File: config.mk
export PLATFORM = sky130hd
export DESIGN_NAME = mem_access_unit_flat
export DESIGN_NICKNAME = d
export VERILOG_FILES = /design/src/rtl/mem_access_unit_if.sv /design/src/rtl/mem_access_unit.sv /design/src/flat_wrapper.sv
export SDC_FILE = /design/constraint.sdc
export NUM_CORES = 1
export LEC_CHECK = 0
export CELL_PAD_IN_SITES_DETAIL_PLACEMENT = 2
export CELL_PAD_IN_SITES_GLOBAL_PLACEMENT = 2
export CORE_ASPECT_RATIO = 1.75
export CORE_UTILIZATION = 24
export CTS_BUF_LIST = sky130_fd_sc_hd__clkbuf_2 sky130_fd_sc_hd__clkbuf_4 sky130_fd_sc_hd__clkbuf_8
export CTS_CLUSTER_DIAMETER = 120
export DETAILED_ROUTE_END_ITERATION = 6
export PLACE_DENSITY_LB_ADDON = 0.1
export SYNTH_ARGS = -nofsm -noshare
export SYNTH_HDL_FRONTEND = slang
export SYNTH_SLANG_ARGS = --single-unit
File: constraint.sdc
create_clock -name clk -period 2 [get_ports clk]
set_clock_uncertainty 0.2 [all_clocks]
set_input_delay 0.4 -clock clk [delete_from_list [all_inputs] [get_ports clk]]
set_output_delay 0.4 -clock clk [all_outputs]
set_load 0.03 [all_outputs]
File: src/rtl/mem_access_unit_if.sv
// ----------------------------------------------------------------------------
// mem_access_unit_if
// Bundles the request/response handshake from the MEM stage and the
// word-addressed data-memory bus of mem_access_unit.
//   slave  modport : the access unit itself (consumes requests, drives memory)
//   master modport : the MEM stage / memory side (issues requests, serves reads)
// Signals:
//   req_valid/req_ready/req_write/req_size/req_signed/req_addr/req_wdata
//   rsp_valid/rsp_rdata/rsp_err
//   mem_address/mem_writeData/mem_memRead/mem_memWrite/mem_rdata
// ----------------------------------------------------------------------------
interface mem_access_unit_if #(
    parameter int ADDR_WIDTH = 32
);
    logic                  req_valid;
    logic                  req_ready;
    logic                  req_write;
    logic [1:0]            req_size;
    logic                  req_signed;
    logic [ADDR_WIDTH-1:0] req_addr;
    logic [31:0]           req_wdata;
    logic                  rsp_valid;
    logic [31:0]           rsp_rdata;
    logic                  rsp_err;
    logic [ADDR_WIDTH-1:0] mem_address;
    logic [31:0]           mem_writeData;
    logic                  mem_memRead;
    logic                  mem_memWrite;
    logic [31:0]           mem_rdata;

    modport slave (
        input  req_valid, req_write, req_size, req_signed, req_addr, req_wdata, mem_rdata,
        output req_ready, rsp_valid, rsp_rdata, rsp_err,
        output mem_address, mem_writeData, mem_memRead, mem_memWrite
    );

    modport master (
        output req_valid, req_write, req_size, req_signed, req_addr, req_wdata, mem_rdata,
        input  req_ready, rsp_valid, rsp_rdata, rsp_err,
        input  mem_address, mem_writeData, mem_memRead, mem_memWrite
    );
endinterface

File: src/rtl/mem_access_unit.sv
// ----------------------------------------------------------------------------
// mem_access_unit
// Initiator side of the word-addressed data memory. Accepts byte/half/word
// loads and stores, performs read-modify-write for sub-word stores and lane
// extraction with sign/zero extension for sub-word loads. One response per
// accepted request.
// Ports:
//   clk  - system clock
//   rst  - synchronous active-high reset
//   bus  - mem_access_unit_if.slave (request, response and memory bus)
// Parameters:
//   ADDR_WIDTH - request/memory address width
//   RD_WAIT    - extra RD cycles before the read word is captured (0..15)
// Build option:
//   MEM_ALIGN_CHECK_EN - when defined, misaligned half/word requests skip
//   memory and respond with rsp_err=1; otherwise addresses are aligned down.
// ----------------------------------------------------------------------------
module mem_access_unit #(
    parameter int ADDR_WIDTH = 32,
    parameter int RD_WAIT    = 0
) (
    input  logic             clk,
    input  logic             rst,
    mem_access_unit_if.slave bus
);
    typedef enum logic [1:0] {
        S_IDLE = 2'd0,
        S_RD   = 2'd1,
        S_WR   = 2'd2,
        S_RESP = 2'd3
    } state_t;

    state_t                state_q, state_d;
    logic [ADDR_WIDTH-1:0] addr_q;
    logic [1:0]            size_q;
    logic                  signed_q;
    logic                  write_q;
    logic [31:0]           wdata_q;
    logic [31:0]           word_q, word_d;
    logic [3:0]            wait_q, wait_d;

    logic                  accept;
    logic                  mis_in;
    logic                  mis_held;
    logic [31:0]           merged;
    logic [7:0]            lane_b;
    logic [15:0]           lane_h;
    logic [31:0]           load_data;

    assign accept = bus.req_valid && (state_q == S_IDLE);

`ifdef MEM_ALIGN_CHECK_EN
    assign mis_in   = ((bus.req_size == 2'b01) && bus.req_addr[0]) ||
                      (bus.req_size[1] && (bus.req_addr[1:0] != 2'b00));
    assign mis_held = ((size_q == 2'b01) && addr_q[0]) ||
                      (size_q[1] && (addr_q[1:0] != 2'b00));
`else
    assign mis_in   = 1'b0;
    assign mis_held = 1'b0;
`endif

    always_ff @(posedge clk) begin
        if (rst) begin
            state_q  <= S_IDLE;
            addr_q   <= '0;
            size_q   <= 2'b00;
            signed_q <= 1'b0;
            write_q  <= 1'b0;
            wdata_q  <= 32'h0;
            word_q   <= 32'h0;
            wait_q   <= 4'd0;
        end else begin
            state_q <= state_d;
            word_q  <= word_d;
            wait_q  <= wait_d;
            if (accept) begin
                addr_q   <= bus.req_addr;
                size_q   <= bus.req_size;
                signed_q <= bus.req_signed;
                write_q  <= bus.req_write;
                wdata_q  <= bus.req_wdata;
            end
        end
    end

    // Next-state logic. Word stores skip RD; sub-word stores need the old
    // word first so the untouched lanes can be written back unchanged.
    always_comb begin
        state_d = state_q;
        word_d  = word_q;
        wait_d  = wait_q;
        case (state_q)
            S_IDLE: begin
                wait_d = 4'd0;
                if (accept) begin
                    if (mis_in)                                 state_d = S_RESP;
                    else if (!bus.req_write)                    state_d = S_RD;
                    else if (bus.req_size[1])                   state_d = S_WR;
                    else                                        state_d = S_RD;
                end
            end
            S_RD: begin
                if (wait_q == 4'(RD_WAIT)) begin
                    word_d  = bus.mem_rdata;
                    state_d = write_q ? S_WR : S_RESP;
                end else begin
                    wait_d = wait_q + 4'd1;
                end
            end
            S_WR:    state_d = S_RESP;
            S_RESP:  state_d = S_IDLE;
            default: state_d = S_IDLE;
        endcase
    end

    // Store merge: each byte lane picks new data or keeps the old word.
    // Reserved size 2'b11 behaves as a word (size_q[1] set).
    genvar gi;
    generate
        for (gi = 0; gi < 4; gi++) begin : g_lane
            logic byte_hit;
            logic half_hit;
            assign byte_hit = (size_q == 2'b00) && (addr_q[1:0] == 2'(gi));
            assign half_hit = (size_q == 2'b01) && (addr_q[1] == 1'(gi / 2));
            assign merged[8*gi +: 8] = size_q[1] ? wdata_q[8*gi +: 8] :
                                       byte_hit  ? wdata_q[7:0] :
                                       half_hit  ? wdata_q[8*(gi%2) +: 8] :
                                                   word_q[8*gi +: 8];
        end
    endgenerate

    assign lane_b = word_q[{addr_q[1:0], 3'b000} +: 8];
    assign lane_h = word_q[{addr_q[1], 4'b0000} +: 16];

    always_comb begin
        load_data = word_q;
        case (size_q)
            2'b00:   load_data = signed_q ? {{24{lane_b[7]}}, lane_b} : {24'h0, lane_b};
            2'b01:   load_data = signed_q ? {{16{lane_h[15]}}, lane_h} : {16'h0, lane_h};
            default: load_data = word_q;
        endcase
    end

    // Outputs: everything idles at zero; the write strobe is gated by rst so
    // a reset landing in WR never commits a write on that edge.
    always_comb begin
        bus.req_ready     = (state_q == S_IDLE);
        bus.rsp_valid     = 1'b0;
        bus.rsp_rdata     = 32'h0;
        bus.rsp_err       = 1'b0;
        bus.mem_address   = '0;
        bus.mem_writeData = 32'h0;
        bus.mem_memRead   = 1'b0;
        bus.mem_memWrite  = 1'b0;
        case (state_q)
            S_RD: begin
                bus.mem_memRead = 1'b1;
                bus.mem_address = {addr_q[ADDR_WIDTH-1:2], 2'b00};
            end
            S_WR: begin
                bus.mem_memWrite  = !rst;
                bus.mem_address   = {addr_q[ADDR_WIDTH-1:2], 2'b00};
                bus.mem_writeData = merged;
            end
            S_RESP: begin
                bus.rsp_valid = 1'b1;
                bus.rsp_err   = mis_held;
                bus.rsp_rdata = (write_q || mis_held) ? 32'h0 : load_data;
            end
            default: ;
        endcase
    end
endmodule
File: src/flat_wrapper.sv
// flat-port wrapper written by rule: the top's interface ports become plain ports
module mem_access_unit_flat 
#(
    parameter int ADDR_WIDTH = 32,
    parameter int RD_WAIT    = 0
)
  (clk, rst, bus_req_valid, bus_req_write, bus_req_size, bus_req_signed, bus_req_addr, bus_req_wdata, bus_mem_rdata, bus_req_ready, bus_rsp_valid, bus_rsp_rdata, bus_rsp_err, bus_mem_address, bus_mem_writeData, bus_mem_memRead, bus_mem_memWrite);
  mem_access_unit_if #(.ADDR_WIDTH(ADDR_WIDTH)) bus_i ();
  input  logic clk;
  input  logic rst;
  input wire logic [$bits(bus_i.req_valid)-1:0] bus_req_valid;
  input wire logic [$bits(bus_i.req_write)-1:0] bus_req_write;
  input wire logic [$bits(bus_i.req_size)-1:0] bus_req_size;
  input wire logic [$bits(bus_i.req_signed)-1:0] bus_req_signed;
  input wire logic [$bits(bus_i.req_addr)-1:0] bus_req_addr;
  input wire logic [$bits(bus_i.req_wdata)-1:0] bus_req_wdata;
  input wire logic [$bits(bus_i.mem_rdata)-1:0] bus_mem_rdata;
  output wire logic [$bits(bus_i.req_ready)-1:0] bus_req_ready;
  output wire logic [$bits(bus_i.rsp_valid)-1:0] bus_rsp_valid;
  output wire logic [$bits(bus_i.rsp_rdata)-1:0] bus_rsp_rdata;
  output wire logic [$bits(bus_i.rsp_err)-1:0] bus_rsp_err;
  output wire logic [$bits(bus_i.mem_address)-1:0] bus_mem_address;
  output wire logic [$bits(bus_i.mem_writeData)-1:0] bus_mem_writeData;
  output wire logic [$bits(bus_i.mem_memRead)-1:0] bus_mem_memRead;
  output wire logic [$bits(bus_i.mem_memWrite)-1:0] bus_mem_memWrite;
  assign bus_i.req_valid = bus_req_valid;
  assign bus_i.req_write = bus_req_write;
  assign bus_i.req_size = bus_req_size;
  assign bus_i.req_signed = bus_req_signed;
  assign bus_i.req_addr = bus_req_addr;
  assign bus_i.req_wdata = bus_req_wdata;
  assign bus_i.mem_rdata = bus_mem_rdata;
  assign bus_req_ready = bus_i.req_ready;
  assign bus_rsp_valid = bus_i.rsp_valid;
  assign bus_rsp_rdata = bus_i.rsp_rdata;
  assign bus_rsp_err = bus_i.rsp_err;
  assign bus_mem_address = bus_i.mem_address;
  assign bus_mem_writeData = bus_i.mem_writeData;
  assign bus_mem_memRead = bus_i.mem_memRead;
  assign bus_mem_memWrite = bus_i.mem_memWrite;
  mem_access_unit #(.ADDR_WIDTH(ADDR_WIDTH), .RD_WAIT(RD_WAIT)) u_core (.clk(clk), .rst(rst), .bus(bus_i));
endmodule
Figure 1. Sequential cells colored by netlist name.
Other sequential cells in the stronger gray, the rest of the logic in the fainter gray.
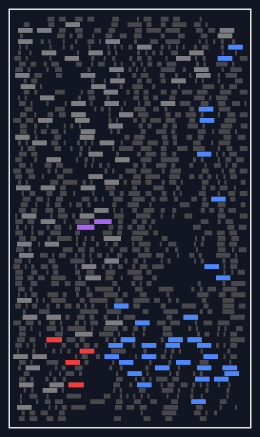
u_core.size_q -> purple  # flops 2
u_core.wait_q -> red  # flops 4, where lower left
u_core.word_q -> blue  # flops 32
not colored = 68
final core utilization: 0.435
Storage cell area: 2140 um^2
flop share of the area: 0.222

Figure 2. Zoomed window.
Region (4, 126) to (54, 176) um. Cells in gray, sequential cells in the stronger gray; small squares are vias.
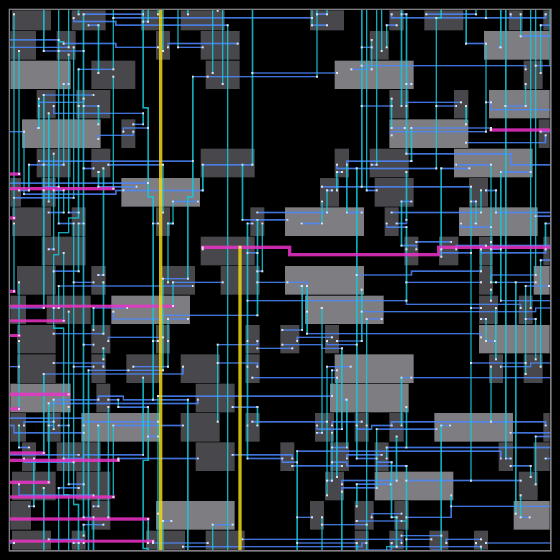
M4 -> yellow
M1 -> blue
M3 -> magenta
M2 -> cyan
cells with their middle in the window = 117
netlist names of flops here include = u_core.wdata_q (14), u_core.addr_q (7)
sequential cells in the window = 21
most frequent = nand2_1 (38), a21oi_1 (22), dfxtp_1 (21)

Figure 3. Gate-type map.
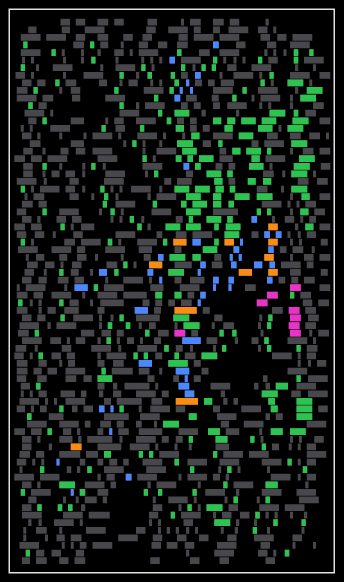
aoi and oai cells -> green  # cells 215, most used a21oi_1, where spread over the die
mux cells -> orange  # cells 11, most used mux2i_1
non-inverting ao/oa cells -> magenta  # cells 8, most used a221o_2, where middle right
nor cells -> blue  # cells 47, most used nor2_1

==> impl_metrics.toml <==
# synthesis and place-and-route metrics
[cells_and_area]
multi_input_comb_cells = 559
buffer_area_frac = 0.327
drive_above_1_share = 0.372
fin_area_um2 = 9670
area_delta_synth_final_pct = 77.0
fill_cells = 2455

[logic_synthesis]
ys_area_um2 = 5460
ys_sh_xor = 0.00160
synthTopCellsByCount = "nand2_1 (211), a21oi_1 (140), dfxtp_1 (106)"
ys_types = 46
synth.avg_cell_area_um2 = 7.27
synthAdderAreaFrac = 0.0137

[clock_network]
tritoncts = "done"
clock.latency.late_pin_ns = 0.40
cts_root_buf = "clkbuf_8"
cts_setup_buffers = 13

[placement]
io_buffers = 200
dp_hpwl_um = 20600

[pwr]
maxPowerGroup = "combinational logic"

[detailed_routing]
m1WireLength_um = 9550

[setup_path]
critPathMaxStageDelay_ns = 0.44
crit_buf_inv = 2
timing.rr.end = "u_core.wait_q[3]"
ff2ff_path_depth = 9

[global_route]
grt_overflow = 0
track_usage = 0.244
grtUsageMet3 = 0.0434

[timing]
timing.final.ws_setup_ns = -0.558
fin_setup_tns_ns = -39.05
slew_viol_final = 0
report.final.setup_viol = 96

[status]
run_status = "finished with violations"
violations = "setup timing"
